--- src/rtl/frac_search_ctrl.sv ---
// Sequencer for the 8x8 QPEL fractional search: fetches ROWS filter/ref rows,
// streams them as one unbroken burst, then returns the search result as a pulse.
module frac_search_ctrl #(
  parameter int ADDR_W      = 16,
  parameter int ROWS        = 8,
  parameter int RESULT_WAIT = 1
) (
  input  logic              clk,
  input  logic              reset,
  input  logic              start,
  input  logic [ADDR_W-1:0] blk_addr,
  input  logic [ADDR_W-1:0] stride,
  input  logic              abort,
  output logic              busy,
  output logic              rd_req,
  output logic [ADDR_W-1:0] rd_addr,
  input  logic              rd_ack,
  input  logic              rd_valid,
  input  logic [63:0]       rd_filter_data,
  input  logic [63:0]       rd_ref_data,
  output logic [63:0]       fs_filter_pix,
  output logic [63:0]       fs_ref_pix,
  output logic              fs_input_ready,
  input  logic [2:0]        fs_mvx,
  input  logic [2:0]        fs_mvy,
  output logic              mv_valid,
  output logic [2:0]        mv_x,
  output logic [2:0]        mv_y
);
  localparam int CW = $clog2(ROWS + 1);
  localparam int IW = $clog2(ROWS);
  localparam int GW = $clog2(RESULT_WAIT + 1);

  typedef enum logic [2:0] {IDLE, FETCH, STREAM, GAP, DONE, DRAIN} state_t;

  state_t                  state, state_nxt, kill_state;
  logic [ADDR_W-1:0]       addr, stride_q;
  logic [CW-1:0]           req_cnt, wr_cnt, out_cnt, out_cnt_nxt;
  logic [IW-1:0]           str_cnt;
  logic [GW-1:0]           gap_cnt;
  logic [ROWS-1:0][63:0]   filt_buf, ref_buf;
  logic                    acc, rsp, accept, cap;

  assign rd_req      = (state == FETCH) && (req_cnt < CW'(ROWS));
  assign rd_addr     = rd_req ? addr : '0;
  assign acc         = rd_req && rd_ack;
  // Returns with nothing outstanding are stray and dropped everywhere.
  assign rsp         = rd_valid && (out_cnt != '0);
  assign out_cnt_nxt = out_cnt + CW'(acc) - CW'(rsp);
  assign accept      = (state == IDLE) && start && !abort;
  assign cap         = (state == GAP) && !abort && (gap_cnt == GW'(RESULT_WAIT - 1));
  // An abort may race a just-accepted read, so decide on the post-cycle count.
  assign kill_state  = (out_cnt_nxt == '0) ? IDLE : DRAIN;

  assign busy           = (state != IDLE);
  assign fs_input_ready = (state == STREAM);
  assign fs_filter_pix  = fs_input_ready ? filt_buf[str_cnt] : '0;
  assign fs_ref_pix     = fs_input_ready ? ref_buf[str_cnt] : '0;
  assign mv_valid       = (state == DONE);

  always_comb begin
    state_nxt = state;
    case (state)
      IDLE:   if (accept) state_nxt = FETCH;
      FETCH:  if (abort) state_nxt = kill_state;
              else if (rsp && wr_cnt == CW'(ROWS - 1)) state_nxt = STREAM;
      STREAM: if (abort) state_nxt = kill_state;
              else if (str_cnt == IW'(ROWS - 1)) state_nxt = GAP;
      GAP:    if (abort) state_nxt = kill_state;
              else if (cap) state_nxt = DONE;
      DONE:   state_nxt = IDLE;
      DRAIN:  if (out_cnt_nxt == '0) state_nxt = IDLE;
      default: state_nxt = IDLE;
    endcase
  end

  always_ff @(posedge clk or negedge reset) begin
    if (!reset) begin
      state    <= IDLE;
      addr     <= '0;
      stride_q <= '0;
      req_cnt  <= '0;
      wr_cnt   <= '0;
      out_cnt  <= '0;
      str_cnt  <= '0;
      gap_cnt  <= '0;
      mv_x     <= '0;
      mv_y     <= '0;
    end else begin
      state   <= state_nxt;
      out_cnt <= accept ? '0 : out_cnt_nxt;
      if (accept) begin
        addr     <= blk_addr;
        stride_q <= stride;
        req_cnt  <= '0;
        wr_cnt   <= '0;
        str_cnt  <= '0;
        gap_cnt  <= '0;
      end else begin
        if (acc) begin
          addr    <= addr + stride_q;
          req_cnt <= req_cnt + CW'(1);
        end
        if (state == FETCH && rsp) wr_cnt <= wr_cnt + CW'(1);
        if (state == STREAM) str_cnt <= str_cnt + IW'(1);
        if (state == GAP) gap_cnt <= gap_cnt + GW'(1);
        if (cap) begin
          mv_x <= fs_mvx;
          mv_y <= fs_mvy;
        end
      end
    end
  end

  // Row storage is data only; it is never observed outside STREAM.
  always_ff @(posedge clk) begin
    if (state == FETCH && rsp) begin
      filt_buf[wr_cnt[IW-1:0]] <= rd_filter_data;
      ref_buf[wr_cnt[IW-1:0]]  <= rd_ref_data;
    end
  end
endmodule

--- config.mk ---
export PLATFORM = sky130hd
export DESIGN_NAME = frac_search_ctrl
export DESIGN_NICKNAME = d
export VERILOG_FILES = /design/src/rtl/frac_search_ctrl.sv
export SDC_FILE = /design/constraint.sdc
export NUM_CORES = 1
export LEC_CHECK = 0
export CORE_MARGIN = 8
export CORE_UTILIZATION = 55
export CTS_BUF_LIST = sky130_fd_sc_hd__clkbuf_16
export CTS_CLUSTER_SIZE = 20
export DETAILED_ROUTE_END_ITERATION = 10
export PLACE_DENSITY = 0.83
export SLEW_MARGIN = 20
export SYNTH_ARGS = -nofsm -noshare
export SYNTH_HDL_FRONTEND = slang
export SYNTH_SLANG_ARGS = --single-unit
--- constraint.sdc ---
create_clock -name clk -period 14.7 [get_ports clk]
set_clock_uncertainty 0.2 [all_clocks]
set_input_delay 1.47 -clock clk [delete_from_list [all_inputs] [get_ports clk]]
set_output_delay 1.47 -clock clk [all_outputs]
set_load 0.01 [all_outputs]
==> GITHUB_STEP_SUMMARY, run 1 <==
### Yosys + OpenROAD results

| Metric | Value |
|---|---|
| Switch share | about a quarter |
| Status | complete, no violations |
| CP top delay family | buffers and inverters |
| Fraction of registers with async set/reset | under 10% |
| Final cell count without fillers | between 3000 and 4000 |
| Hold path startpoint | stride_q[0]$_DFFE_PN0P_ |
| And+or+nand+nor area frac | approximately 3.0% |
| Comb pwr | about 1100 uW |
| Pwr Density | about 150 nW/um^2 |
| Hold-fix buffers, CTS | 0 |
| Synth flops | between 1000 and 1500 |
| Crit-path max FO | approximately 50 |
| Top non-seq family | multiplexers |
| Largest net degree at the start of global routing | roughly 150 |
| Max Freq | about 0.15 GHz |
| Register area share after synthesis | roughly three quarters |
| Fin nets | 2577 |
| Reg2reg end | state[0]$_DFFE_PN0P_ |
| Row count | between 100 and 150 |
| Crit-path cells | buf_4 -> buf_4 -> mux4_2 -> mux2i_1 -> nor2_1 -> clkdlybuf4s50_1 |
| Ys cells | 2011 |
| Placed cell area | 46500 um^2 |
| Crit path time final | approximately 6.5 ns |
| Least-Margin Pin Slew | 1.06 ns |
| Share of layout cells above drive strength 1 | about a fifth |
| Critical path's slowest cell | dfrtp_4 |
| Clk pwr | ~2600 uW |
| Reg2reg setup slack | 9.81 ns |
| Sequential Power | around 3700 uW |
| Critical path buffers and inverters | 3 |
| Final setup TNS | 0 ns |
[run 1: sequential cells by signal, indices dropped and copies added, names as in the netlist]
register,flops
addr,16
filt_buf,512
gap_cnt,1
mv_x,3
mv_y,3
out_cnt,4
ref_buf,512
req_cnt,4
state,3
str_cnt,3
stride_q,16
wr_cnt,4
[run 1: cell usage after synthesis, types with 3 or more instances]
master	count	area share, %
edfxtp_1	1024	73
mux4_2	256	14
nor2_1	163	1.5
mux2i_1	132	3.1
nand2_1	73	0.65
dfrtp_1	57	3.4
clkbuf_1	56	0.50
buf_2	31	0.37
a21oi_1	30	0.36
ha_1	24	0.71
and2_1	22	0.33
inv_1	15	0.13
buf_1	14	0.12
xnor2_1	13	0.27
o21ai_0	11	0.13
nand2b_1	9	0.13
xor2_1	8	0.17
o22ai_1	7	0.10
mux2_2	6	0.16
nand3_1	6	0.071
and3_1	5	0.074
nor3_1	5	0.059
a21o_1	4	0.071
o21ai_1	4	0.048
a211oi_1	3	0.054
nor2b_1	3	0.045
o31ai_1	3	0.054
[run 1: layer usage]
metal	up-vias	track usage (%)	share of wire, %
met3	168	3.86	6.3
li1	8916	-	-
met4	4	7.74	3.2
met5	-	0	0.030
met1	10800	26.2	38
met2	719	36.4	52
[run 1: cell type report]
| class | instances | area, um^2 | share of cell area, % |
|---|---|---|---|
| multi-input cells | 813 | 9450 | 18.9 |
| repair buffers | 363 | 3580 | 7.17 |
| clock inverters | 89 | 743 | 1.49 |
| clock buffers | 106 | 2650 | 5.31 |
| well taps | 978 | 1220 | 2.45 |
| diodes | 17 | 42.5 | 0.0852 |
| flip-flops and latches | 1081 | 32200 | 64.5 |
| inverters | 15 | 56.3 | 0.113 |
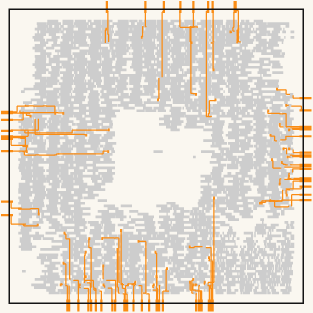
run_1/port_nets.png
Scale: 1 px per um.
- orange: `fs_filter_pix` (direction output; end cells 64; buffers 64; wire 2890 um)
Top-Level Pins: 326
port bufs: 325

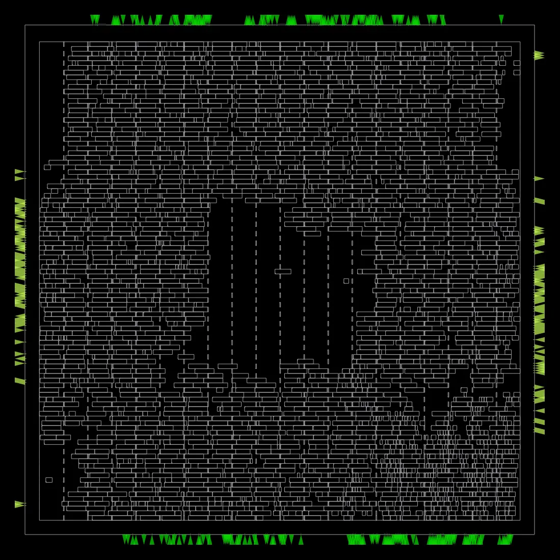
run_1/final_placement.png
Layout fillers: 4792
core footprint: 75800 um^2

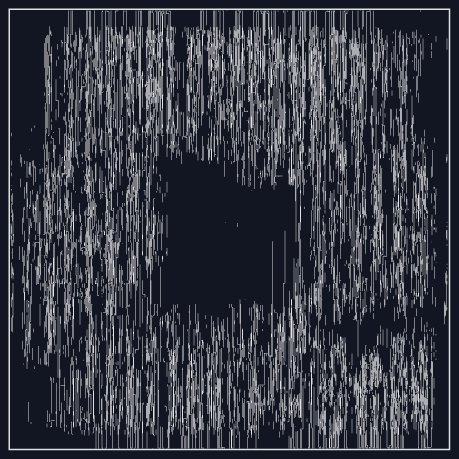
run_1/met2.png
Scale: 1.5 px per um.
- nets with wire on the layer: 2373
- wire length on this layer: 46.9 mm
- longest straight run: 103 um
drt total wl: 90000 um
routed via count: 20600
global-route met2 utilization: 36.4%

run_1/metal_stack.png
Scale: 1 px per um. Two of the layers only.
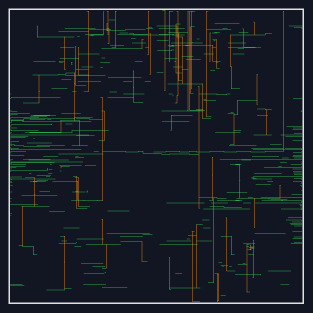

--- run 2 (diff from run 1) ---
--- a/config.mk
+++ b/config.mk
@@ -6,11 +6,11 @@
 export NUM_CORES = 1
 export LEC_CHECK = 0
 export CORE_MARGIN = 8
-export CORE_UTILIZATION = 55
+export CORE_UTILIZATION = 52
 export CTS_BUF_LIST = sky130_fd_sc_hd__clkbuf_16
 export CTS_CLUSTER_SIZE = 20
 export DETAILED_ROUTE_END_ITERATION = 10
-export PLACE_DENSITY = 0.83
+export PLACE_DENSITY = 0.82
 export SLEW_MARGIN = 20
 export SYNTH_ARGS = -nofsm -noshare
 export SYNTH_HDL_FRONTEND = slang
==> constraint.sdc (replaced) <==
create_clock -name clk -period 5.26 [get_ports clk]
set_clock_uncertainty 0.2 [all_clocks]
set_input_delay 0.526 -clock clk [delete_from_list [all_inputs] [get_ports clk]]
set_output_delay 0.526 -clock clk [all_outputs]
set_load 0.01 [all_outputs]
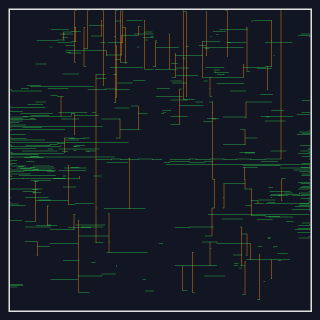
run_2/metal_stack.png
Scale: 1 px per um. Two of the layers only.
- green: met3 (wire length 5590 um)
- orange: met4 (wire length 2380 um)
gr usage total: 20.2%
Avg WL per Cell: 25.9 um
routed via count: 20800

==> run 2 against run 1 <==
  * First-iteration DRC count down 8.3%
  * Power rose to 2.8 times the previous value
  * Sequential share of layout area down 0.54 points
  * Count of clock-buffer cells in the layout up 2
  * Critical path type unchanged
  * Largest power group unchanged
  * Highest routed layer unchanged
==> GITHUB_STEP_SUMMARY, run 2 <==
### Yosys + OpenROAD results

| Metric | Value |
|---|---|
| Ys cells | approximately 2000 |
| Crit path time final | approximately 4.3 ns |
| Critical path's slowest cell | dfrtp_4 |
| Synth flops | 1081 |
| Synth area leader | edfxtp_1 |
| Switch share | between 20% and 30% |
| Reg2reg end | state[0]$_DFFE_PN0P_ |
| Invs w/o clock | 15 |
| Max Freq | ~0.23 GHz |
| Buffering overhead | approximately 7.6% |
| Comb pwr | 3200 uW |
| Count of plain and timing-repair buffers | approximately 370 |
| Fin nets | ~2600 |
| Post-synth top cells | 1024 x edfxtp_1, 256 x mux4_2, 163 x nor2_1 |
| Drt total wl | 91800 um |
| Synth top area share | 73.1% |
| Core footprint | roughly 80000 um^2 |
| Synth top area cells | edfxtp_1 73%, mux4_2 14%, dfrtp_1 3.4% |
| Layout fillers | about 5300 |
| Leading cell kind | registers |
| Pwr Density | 417 nW/um^2 |
| Status | complete, no violations |
| Sequential Power | around 10000 uW |
| Final setup TNS | 0 ns |
| Multi-input combinational area share | between 10% and 20% |
| Top-Level Pins | approximately 330 |
| Clkbuf count | ~110 |
| Register area share after synthesis | about three quarters |
| Share of layout cells above drive strength 1 | 18.7% |
| Well Taps | roughly 1100 |
| Sequential share of cell area | 63.9% |
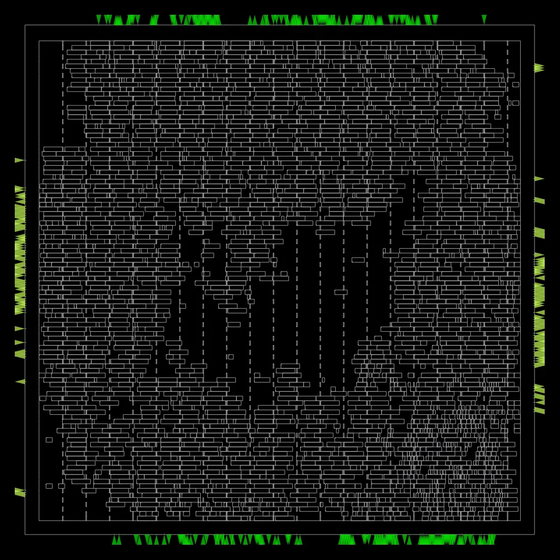
run_2/final_placement.png
Flop Count: 1081
final cell count without fillers: 3550
final core utilization: 62.7%

## run 2: cell counts after synthesis
Identical to the previous run, type by type.
## run 2: worst max path at each step
| stage | startpoint | end | slack (ns) |
|---|---|---|---|
| floorplan | out_cnt[2]$_DFF_PN0_ | filt_buf[384]$_DFFE_PP_ | -2.03 |
| global placement | state[1]$_DFFE_PN0P_ | state[0]$_DFFE_PN0P_ | 1.50 |
| detailed placement | state[1]$_DFFE_PN0P_ | state[0]$_DFFE_PN0P_ | 1.34 |
| CTS | str_cnt[0]$_DFFE_PN0P_ | fs_ref_pix[5] | 0.87 |
| global route | str_cnt[0]$_DFFE_PN0P_ | fs_ref_pix[0] | 0.75 |
| finish | str_cnt[0]$_DFFE_PN0P_ | fs_ref_pix[5] | 0.99 |
## run 2: metal layers
layer / track usage, % / vias up / share of wire, %
met5: 0 / - / 0.037
met4: 6.83 / 6 / 2.6
met3: 4.13 / 154 / 6.1
met2: 35.5 / 673 / 53
met1: 24.8 / 11000 / 38
li1: - / 8942 / -
## run 2: tightest hold or removal path: stages
cell and delay (ns):
clkdlybuf4s50_1 0.40, nand2_1 0.05, nand2_1 0.04
## run 2: kinds of logic (layout without fill, tap and decap cells)
| group | Yosys count | in the layout | synth area share [%] |
|---|---|---|---|
| multiplexers | 394 | 394 | 17.0 |
| AND-OR/OR-AND | 74 | 74 | 1.06 |
| flip-flops | 1081 | 1081 | 76.5 |
| XOR/XNOR | 21 | 21 | 0.437 |
| AND/OR/NAND/NOR | 298 | 298 | 3.03 |
| buffers and inverters | 117 | 581 | 1.15 |
| adder cells (fa/ha/maj) | 26 | 26 | 0.809 |
| other | 0 | 15 | 0 |
## run 2: repair_timing
action / in CTS / in global routing
hold endpoints to repair: 57 / 0
buffers inserted: 0 / 0
hold buffers: 1 / 0
setup endpoints to repair: 0 / 0
No activity file was given, so power comes from the tool's default toggle rates.
